**Run 1: track usage over the die**

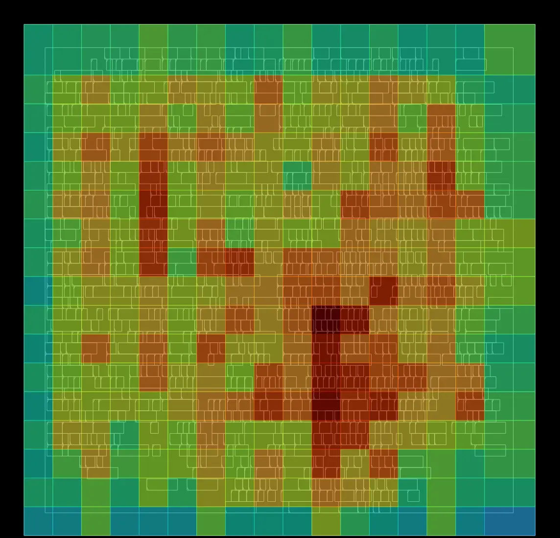
**Run 1: sequential cells coloured by netlist name**

(3 px per um)
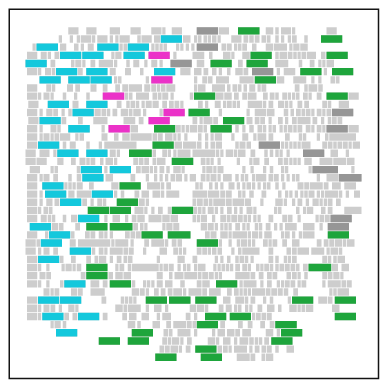
**Run 1: the metal 2 layer**

(3 px per um)
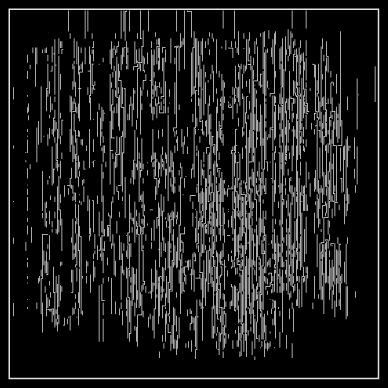
$ cat src/rtl/digit_serializer.sv
// ---------------------------------------------------------------------------
// digit_serializer : binary word -> MSD-first decimal digit stream
// Rev 1.0
// ---------------------------------------------------------------------------
`default_nettype none

module digit_serializer #(
  parameter int VAL_W          = 41,
  parameter int NUM_DIGITS     = 13,
  parameter bit SUPPRESS_ZEROS = 1'b1
) (
  input  logic             clk,
  input  logic             rst,
  input  logic             in_valid,
  output logic             in_ready,
  input  logic [VAL_W-1:0] value_in,
  output logic [3:0]       digit_out,
  output logic             digit_valid,
  input  logic             digit_ready,
  output logic             digit_last,
  output logic             busy
);

  localparam int BCD_W  = 4 * NUM_DIGITS;
  localparam int IDX_W  = (NUM_DIGITS > 1) ? $clog2(NUM_DIGITS) : 1;
  localparam int ITER_W = $clog2(VAL_W + 1);

  typedef enum logic [1:0] {
    IDLE    = 2'd0,
    CONVERT = 2'd1,
    EMIT    = 2'd2
  } state_t;

  state_t            state;
  logic [VAL_W-1:0]  bin;
  logic [BCD_W-1:0]  bcd;
  logic [BCD_W-1:0]  bcd_adj;
  logic [ITER_W-1:0] iter;
  logic [IDX_W-1:0]  idx;
  logic [IDX_W-1:0]  top_idx;

  always_comb begin
    bcd_adj = bcd;
    for (int i = 0; i < NUM_DIGITS; i++) begin
      if (bcd[4*i +: 4] >= 4'd5) bcd_adj[4*i +: 4] = bcd[4*i +: 4] + 4'd3;
    end
  end

  // Highest nonzero nibble wins; an all-zero value still yields nibble 0.
  always_comb begin
    top_idx = '0;
    if (!SUPPRESS_ZEROS) begin
      top_idx = IDX_W'(NUM_DIGITS - 1);
    end else begin
      for (int i = 0; i < NUM_DIGITS; i++) begin
        if (bcd[4*i +: 4] != 4'd0) top_idx = IDX_W'(i);
      end
    end
  end

  function automatic logic [3:0] nib(input logic [BCD_W-1:0] b, input logic [IDX_W-1:0] k);
    logic [3:0] r;
    r = 4'd0;
    for (int i = 0; i < NUM_DIGITS; i++) begin
      if (k == IDX_W'(i)) r = b[4*i +: 4];
    end
    return r;
  endfunction

  always_ff @(posedge clk) begin
    if (rst) begin
      state       <= IDLE;
      bin         <= '0;
      bcd         <= '0;
      iter        <= '0;
      idx         <= '0;
      digit_out   <= 4'd0;
      digit_valid <= 1'b0;
      digit_last  <= 1'b0;
    end else begin
      case (state)
        IDLE: begin
          if (in_valid) begin
            bin   <= value_in;
            bcd   <= '0;
            iter  <= ITER_W'(VAL_W);
            state <= CONVERT;
          end
        end
        CONVERT: begin
          // The iter==0 cycle picks the first digit from the settled BCD word.
          if (iter != '0) begin
            bcd  <= {bcd_adj[BCD_W-2:0], bin[VAL_W-1]};
            bin  <= {bin[VAL_W-2:0], 1'b0};
            iter <= iter - 1'b1;
          end else begin
            idx         <= top_idx;
            digit_out   <= nib(bcd, top_idx);
            digit_last  <= (top_idx == '0);
            digit_valid <= 1'b1;
            state       <= EMIT;
          end
        end
        EMIT: begin
          if (digit_ready) begin
            if (idx == '0) begin
              digit_valid <= 1'b0;
              digit_last  <= 1'b0;
              digit_out   <= 4'd0;
              state       <= IDLE;
            end else begin
              idx        <= idx - 1'b1;
              digit_out  <= nib(bcd, idx - 1'b1);
              digit_last <= (idx == IDX_W'(1));
            end
          end
        end
        default: state <= IDLE;
      endcase
    end
  end

  assign in_ready = (state == IDLE) && !rst;
  assign busy     = (state != IDLE);

endmodule

`default_nettype wire
$ cat config.mk
export PLATFORM = sky130hd
export DESIGN_NAME = digit_serializer
export DESIGN_NICKNAME = d
export VERILOG_FILES = /design/src/rtl/digit_serializer.sv
export SDC_FILE = /design/constraint.sdc
export NUM_CORES = 1
export LEC_CHECK = 0
export ABC_AREA = 1
export CORE_MARGIN = 5
export CORE_UTILIZATION = 55
export CTS_BUF_LIST = sky130_fd_sc_hd__clkbuf_8
export DETAILED_ROUTE_END_ITERATION = 6
export GPL_ROUTABILITY_DRIVEN = 0
export PLACE_DENSITY = 0.76
export SLEW_MARGIN = 15
export SYNTH_ARGS = -nofsm -noshare
export SYNTH_HDL_FRONTEND = slang
export SYNTH_SLANG_ARGS = --single-unit
$ cat constraint.sdc
create_clock -name clk -period 2.8 [get_ports clk]
set_input_delay 0.7 -clock clk [delete_from_list [all_inputs] [get_ports clk]]
set_output_delay 0.7 -clock clk [all_outputs]
set_load 0.05 [all_outputs]
==> summary.txt, run 1 <==
run metrics: status=completed, Leakage=3.42 nW, Critical-path top delay cell=dfxtp_4, PnR Total Power=0.00575 W, clkbuf count=9, area growth from synthesis to layout=17.9%, CTS tree=done, layout cell share with drive strength beyond 1=11.2%, number of global-route vias before repair=approximately 6.5k, Cell Chain, Critical Path=clkinvlp_4 -> ha_4 -> nand2_1 -> inv_1 -> nor2_2 -> inv_2 -> nand2_2 -> nor2_4 -> inv_2 -> o21ai_0 -> a21oi_1 -> o22ai_1 -> o21ai_1 -> nand3_1 -> nand2_1 -> nand3b_1 -> nand2_1 -> nand2_1 -> nand2_1 -> nand2_1 -> a21oi_1 -> a21oi_1, Cell Pwr Density=between 600 and 700 nW/um^2, Clock power frac=19.9%, final hold violations=0, H-Tree Depth=3, worst setup margin=between 0.2 and 0.25 ns, FP Core Util=55.7%, GRT met1 Usage=about 36%, clk slew on worst S/H paths=0.11 ns, Residual DRC=0, final setup TNS=0 ns, Sw Pwr=0.00250 W, CTS Root Cell=clkbuf_8, I/O Buffers=52, fraction of area in multi-input gates=50.7%, tap cells=172, biggest regs=bcd (52), bin (41), iter (6), Die Span X=123 um, Max-slew headroom=between 60% and 70%, Finished Layout Cells=between 1k and 1.5k, grt ovf=0, dominant class by area=multi-input combinational cells, tool warning count=~46, post-DP HPWL=between 10,000 and 15,000 um, max-slew violation count=0, Routed met3 length=1530 um, first-pass GRT wire length=31,000 um, Top power group=combinational logic, initial DRC count=676, crit path launch=idx[0]$_SDFFE_PP0P_, Combinational Power=approximately 0.0025 W, pin count of the biggest net entering global routing=118, aggregate global-route resource usage=25.5%, YS chip area=6970 sq um, Worst Path Buf+Inv=4, max cap viols=0, Final Cell Area=8220 sq um, clk tree area frac=2.88%, Flop pwr share=36.1%, Clock Power=roughly 0.0011 W, pre-CTS setup slack=0.0882 ns, Critical Path RT=3.09 ns, FP Rows=about 40, Routed WL per cell=14.4 um, flop count=111, mi-comb count=783, Antenna Cells=0, Worst-Margin Slew=0.517 ns, Crit Path Category=reg2reg, Comb gate area=4170 sq um, final net count=~1.2k, most instantiated logic cell after routing=nand2_1, combinational share of power=44.1%, met2 routed WL=between 8000 and 9000 um, Clock Tree Buf Depth=2, hold_ws=0.471 ns, Largest register FFs=52, IO Pins=approximately 53, met3 usage=around 3.7%, top sig layer=met4, number of synthesis warnings=0, Yosys reg bits=111, Finish-stage setup viols=0, hold buffer count at cts=0, cell count after synthesis=1,072, TritonRoute pass-1 iters=5, Worst path top cell family by delay=simple AND/OR/NAND/NOR gates, Die Footprint=approximately 15,000 sq um, Biggest register=bcd, distinct cell type count of the synthesized netlist=35, initial antenna violation count=0, crit-path max FO=5, reg2reg start=idx[0]$_SDFFE_PP0P_, die height=between 100 and 150 um, Post-Place Cells=roughly 1.3k, Peak Freq=between 300 and 400 MHz, startpoint types=flip-flop, Net Count, Synth=1,150, Worst IR Drop VDD=0.000456 V, Critical Path Most Common Cell=nand2_1, crit end category=flip-flop, Non-clk bufs=96, CP peak stage delay=roughly 0.4 ns, Late-Pin Clk Latency=between 0.3 and 0.4 ns, CTS buffer count=9, WP data arrival=around 2.9 ns, Post-Synthesis Cell Area=~7000 sq um, Final ANT Viol Nets=0, Hold Crit Class=reg2reg, post-layout period usage=92.6%, Synth Area per Inst=6.50 sq um, vias per cell=roughly 5.5, FILL cells=about 1.2k, sequential-to-total area share from yosys stat=about a third, core region area=12,500 sq um, RSZ-0062 raised after global routing=false, P_int=between 0.003 and 0.004 W, Placed Instance Area=7880 sq um, Top cells excl fill/tap=245 x nand2_1, 130 x o21ai_0, 118 x inv_1, 105 x dfxtp_1, 84 x a21oi_1, clk_skew=0.0147 ns, # Cells Yosys=1,072, switching share of power=a little over two fifths, invs w/o clock=between 100 and 150, clock sinks=111, Met1 Routed Length=8700 um, Non-clock buffer share=10.4%, worst hold start=bin[0]$_SDFFE_PP0P_, Final min period=2.59 ns
About 'track usage over the die':
Most Used Layer, Global Route: met2
Final Util: 65.7%

About 'sequential cells coloured by netlist name':
Key: bcd = green [sequential cells 52]; iter = magenta [sequential cells 6, where top middle]; bin = cyan [sequential cells 41, where a column on the left]
Another 12 sequential cells are not coloured.
Power Sequential: 0.00207 W
register area: 2230 sq um
Seq area share: 27.2%

About 'the metal 2 layer':
The layer carries 8,180 um of wire. The longest straight run is 38.8 um. The wires run mostly vertical. The layer holds 43% of the routed length.
WL final: 18,800 um
Via Count: 7,264
met2 Resource Use GR: 39.5%

-- run 1: cell usage after synthesis --
library cell	number	share of area, %
inv_2	10	0.54
nand3_1	36	2.6
or2_2	2	0.18
o22ai_1	1	0.090
and3_1	1	0.090
dfxtp_1	111	32
nor4_4	1	0.31
clkbuf_1	40	2.2
a211oi_1	15	1.6
o21ai_0	130	9.3
clkinv_1	2	0.11
nor2_1	85	4.6
nor2_2	13	1.2
o21ai_1	9	0.65
a31oi_1	50	4.5
o211ai_1	15	1.6
xor2_2	1	0.23
o21bai_1	3	0.32
buf_1	2	0.11
nand3b_1	1	0.11
xor2_1	7	0.88
nor3_1	9	0.65
o221a_2	1	0.16
nor2_4	3	0.48
ha_1	33	5.9
nand2_4	3	0.48
a21oi_2	3	0.38
a21oi_1	84	6.0
o311ai_0	7	0.88
nor4_1	2	0.18
buf_2	1	0.072
inv_1	123	6.6
nand2_2	6	0.54
nand2_1	250	13
nand4_1	12	1.1
-- run 1: repair_timing --
action	in CTS	in global routing
endpoints found under the setup margin	0	4
setup buffers	0	1
hold endpoints to repair	0	0
gates resized	0	30
-- run 1: kinds of logic after synthesis --
group | synth area share (%)
buffers and inverters | 9.61
and+or+nand+nor | 25.9
DFF | 31.9
xor gates and xnor gates | 1.11
adders and majority gates | 5.93
AOI/OAI and AO/OA | 25.6
-- run 1: final timing paths --
| kind | to | depth (start not counted) | slack, ns |
|---|---|---|---|
| worst max register to register | digit_out[3]$_SDFFE_PP0P_ | 22 | 0.21 |
| worst min register to register | bin[0]$_SDFFE_PP0P_ | 2 | 0.47 |
| worst max-delay path | digit_out[3]$_SDFFE_PP0P_ | 22 | 0.21 |
| worst min-delay path | bin[0]$_SDFFE_PP0P_ | 2 | 0.47 |
==> run 1 -> run 2 <==
--- a/config.mk
+++ b/config.mk
@@ -10,7 +10,7 @@
 export CORE_UTILIZATION = 55
 export CTS_BUF_LIST = sky130_fd_sc_hd__clkbuf_8
 export DETAILED_ROUTE_END_ITERATION = 6
-export GPL_ROUTABILITY_DRIVEN = 0
+export GPL_ROUTABILITY_DRIVEN = 1
 export PLACE_DENSITY = 0.76
 export SLEW_MARGIN = 15
 export SYNTH_ARGS = -nofsm -noshare
==> summary.txt, run 2 <==
run metrics: initial antenna violation count=0 (unchanged), worst hold start=bin[4]$_SDFFE_PP0P_ (was bin[0]$_SDFFE_PP0P_), Final GP Congestion=0.965, final net count=1,217 (was 1,214), distinct cell type count of the synthesized netlist=35 (unchanged), number of global-route vias before repair=6,713 (was 6,464), Critical Path Most Common Cell=nand2_1 (unchanged), sequential-to-total area share from yosys stat=31.9% (unchanged), Compound-Gate Fraction of Synth Area=25.6% (unchanged), status=completed (unchanged), # Cells Yosys=1,072 (unchanged), TritonRoute pass-1 iters=5 (unchanged), Hold Path End=bin[5]$_SDFFE_PP0P_ (was bin[0]$_SDFFE_PP0P_), Worst path top cell family by delay=simple AND/OR/NAND/NOR gates (unchanged), tool warning count=44 (was 46), Die Footprint=15,000 sq um (unchanged), Crit Path Category=reg2reg (unchanged), Critical Path Sink=digit_out[3]$_SDFFE_PP0P_ (unchanged), Crit. path cell count=22 (unchanged), Leakage=3.43 nW (was 3.42 nW), vias per cell=5.52 (was 5.53), first-pass GRT wire length=31,800 um (was 31,000 um), Biggest register=bcd (unchanged), leading area contributor after synthesis=dfxtp_1 (unchanged), reg2reg start=idx[0]$_SDFFE_PP0P_ (unchanged), startpoint types=flip-flop (unchanged), count leader, synth=nand2_1 (unchanged), FP Core Util=55.7% (unchanged), Residual DRC=0 (unchanged), Yosys reg bits=111 (unchanged), mux frac, synth=0% (unchanged), WP data arrival=2.87 ns (was 2.88 ns), FP Rows=41 (unchanged), hold path depth=2 (unchanged), Worst-Margin Slew=0.504 ns (was 0.517 ns), hold buffer count at cts=0 (unchanged), Post-Synthesis Cell Area=6970 sq um (unchanged), post-layout period usage=92.0% (was 92.6%), CP peak stage delay=0.39 ns (was 0.40 ns), top cells by count, synth=250 x nand2_1, 130 x o21ai_0, 123 x inv_1 (unchanged), Worst R2R Setup Slack=0.22 ns (was 0.21 ns), layout cell share with drive strength beyond 1=11.1% (was 11.2%), CTS tree=done (unchanged), post-DP HPWL=14,000 um (was 13,800 um), IO Pins=53 (unchanged), simple share=25.9% (unchanged), Routed WL per cell=14.4 um (about the same), Late-Pin Clk Latency=0.40 ns (was 0.39 ns), I/O Buffers=52 (unchanged), Final min period=2.58 ns (was 2.59 ns), Largest register FFs=52 (unchanged), area share, top type=31.9% (unchanged), Finish-stage setup viols=0 (unchanged), Final Util=65.5% (was 65.7%), async set-reset flop share out of synthesis=0% (unchanged), die height=123 um (unchanged), Synth Area per Inst=6.50 sq um (unchanged), most instantiated logic cell after routing=nand2_1 (unchanged), Cell Pwr Density=706 nW/um^2 (was 699 nW/um^2), cell count after synthesis=1,072 (unchanged), crit-path max FO=5 (unchanged), FF-to-FF End=digit_out[3]$_SDFFE_PP0P_ (unchanged), Max-slew headroom=66.0% (was 65.6%), max-slew violation count=0 (unchanged), Clock Tree Buf Depth=2 (unchanged), YS chip area=6970 sq um (unchanged), Top cells excl fill/tap=248 x nand2_1, 130 x o21ai_0, 119 x inv_1, 106 x dfxtp_1, 83 x a21oi_1 (was 245 x nand2_1, 130 x o21ai_0, 118 x inv_1, 105 x dfxtp_1, 84 x a21oi_1), Critical-path top delay cell=dfxtp_2 (was dfxtp_4), clock sinks=111 (unchanged), Post-synth area hogs=dfxtp_1 32%, nand2_1 13%, o21ai_0 9.3% (unchanged), Worst Path Buf+Inv=4 (unchanged), FF-to-FF path depth=22 (unchanged), grt ovf=0 (unchanged), CTS Root Cell=clkbuf_8 (unchanged), max cap viols=0 (unchanged), RSZ-0062 raised after global routing=false (unchanged), XOR Share, Synth=1.11% (unchanged), number of synthesis warnings=0 (unchanged), biggest regs=bcd (52), bin (41), iter (6) (unchanged), final hold violations=0 (unchanged), Peak Freq=388 MHz (was 386 MHz), EDFF count, synth=0 (unchanged), core region area=12,500 sq um (unchanged), crit path launch=idx[0]$_SDFFE_PP0P_ (unchanged), Critical Path RT=3.09 ns (about the same), CTS buffer count=9 (unchanged), Dominant flop cell=dfxtp_1 (unchanged), Hold Crit Class=reg2reg (unchanged), final setup TNS=0 ns (unchanged), Main logic family=simple AND/OR/NAND/NOR gates (unchanged), H-Tree Depth=3 (unchanged), Net Count, Synth=1,150 (unchanged), Cell Chain, Critical Path=inv_2 -> ha_2 -> nand2_1 -> inv_1 -> nor2_2 -> inv_2 -> nand2_2 -> nor2_4 -> inv_2 -> o21ai_0 -> a21oi_1 -> o22ai_1 -> o21ai_1 -> nand3_1 -> nand2_1 -> nand3b_1 -> nand2_1 -> nand2_1 -> nand2_1 -> nand2_1 -> a21oi_1 -> a21oi_1 (was clkinvlp_4 -> ha_4 -> nand2_1 -> inv_1 -> nor2_2 -> inv_2 -> nand2_2 -> nor2_4 -> inv_2 -> o21ai_0 -> a21oi_1 -> o22ai_1 -> o21ai_1 -> nand3_1 -> nand2_1 -> nand3b_1 -> nand2_1 -> nand2_1 -> nand2_1 -> nand2_1 -> a21oi_1 -> a21oi_1), pin count of the biggest net entering global routing=62 (was 118), initial DRC count=663 (was 676), Final ANT Viol Nets=0 (unchanged), Worst IR Drop VDD=0.000525 V (was 0.000456 V), Die Span X=123 um (unchanged), Adders+Majority by Area=5.93% (unchanged), clk_skew=0.0152 ns (was 0.0147 ns), Antenna Cells=0 (unchanged), aggregate global-route resource usage=26.1% (was 25.5%), crit end category=flip-flop (unchanged), clk slew on worst S/H paths=0.12 ns (was 0.11 ns)
==> run 2: cell counts after synthesis <==
No cell type changed its count.
==> run 2: what timing repair did <==
action / 4_1_cts / 5_1_grt
endpoints found under the setup margin: 0 / 4
resized: 0 / 20
buffers inserted: 0 / 1
==> run 2: through the flow <==
step | power, W | setup WS, ns | hold slack, ns | std cells | area, sq um
6_report | 0.00579 | 0.225 | 0.470 | 1316 | 8200
5_1_grt | 0.00621 | 0.000165 | 0.503 | 1316 | 8200
4_1_cts | 0.00572 | 0.0434 | 0.478 | 1315 | 8140
3_5_place_dp | 0.00456 | 0.0651 | 0.469 | 1299 | 7910
3_3_place_gp | 0.00453 | 0.0210 | 0.454 | 1299 | 7910
2_1_floorplan | 0.00380 | 0.398 | 0.441 | 1072 | 6970
==> run 2: layout make-up <==
type / instances / area, sq um
clock buffers: 10 / 138
clock inverters: 6 / 101
fillers: 1190 / 4320
inverters: 135 / 508
multi-input cells: 783 / 4130
flip-flops and latches: 111 / 2230
well taps: 172 / 215
repair buffers: 99 / 878
==> run 2: per-layer routing <==
metal  wire, um  up-vias  GRT usage, %
met1       8570     3263          36.1
met2       8450      251          41.2
met4        381        0          7.84
met3       1610       37          5.53
met5          0        -             0
li1           -     3714             -
==> run 2: cell families after synthesis <==
logic type / Yosys count
adders and majority gates: 33
and+or+nand+nor: 424
xor gates and xnor gates: 8
DFF: 111
AOI/OAI and AO/OA: 318
buffers and inverters: 178
==> run 2: power breakdown <==
group,switching [W],internal (W)
Sequential,0.000226,0.00185
Clock,0.000619,0.000544
Combinational,0.00166,0.000895
Total,0.00250,0.00328
**Run 2: a small window of the routed layout**

Region (49, 49) to (74, 74) um. Cells in grey, sequential cells in the stronger grey; small squares are vias.
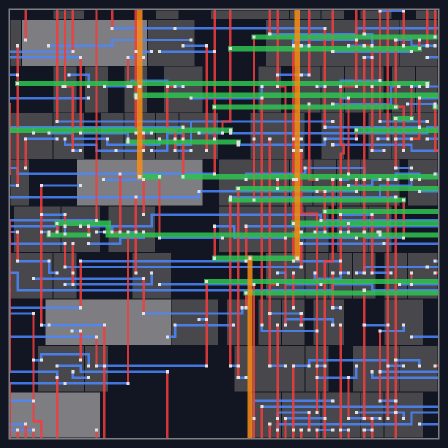
Key: M2 = red; M4 = orange; M3 = green; M1 = blue
Netlist names of flops here include bcd (4). Sequential cells in the window: 4. Most frequent: inv_1 (11), nand2_1 (10), nor2_2 (5). 65 logic cells have their middle in the window.

**Run 2: drive-strength map**

(4 px per um)
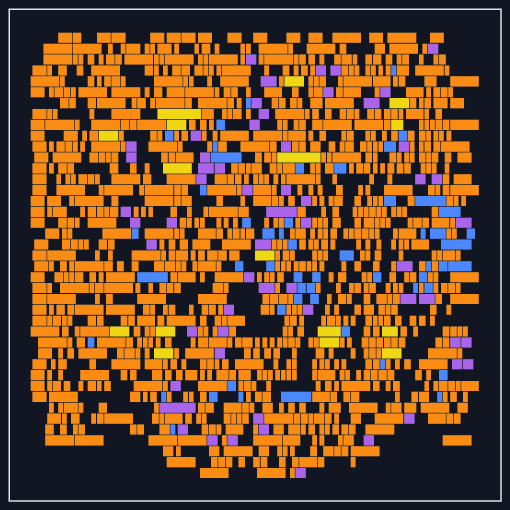
Key: x2 = blue [cells 53, share 4.6%]; x1 and smaller = orange [cells 1,017, share 89%]; x6 and larger = yellow [cells 16, share 1.4%]; x3 and x4 = purple [cells 58, share 5.1%]
worst setup margin: 0.225 ns
Final Cell Area: 8200 sq um
area growth from synthesis to layout: 17.7%
Non-clk bufs: 99

**Run 2: the metal 2 layer**

(3 px per um)
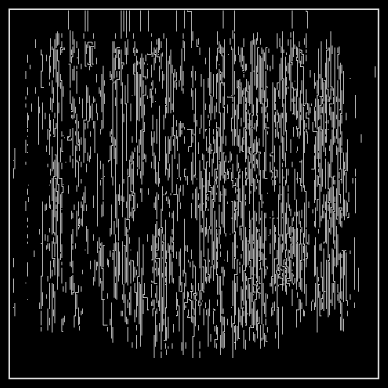
met2 Resource Use GR: 41.2%
WL final: 19,000 um
Via Count: 7,265

Power and IR drop assume default switching activity.
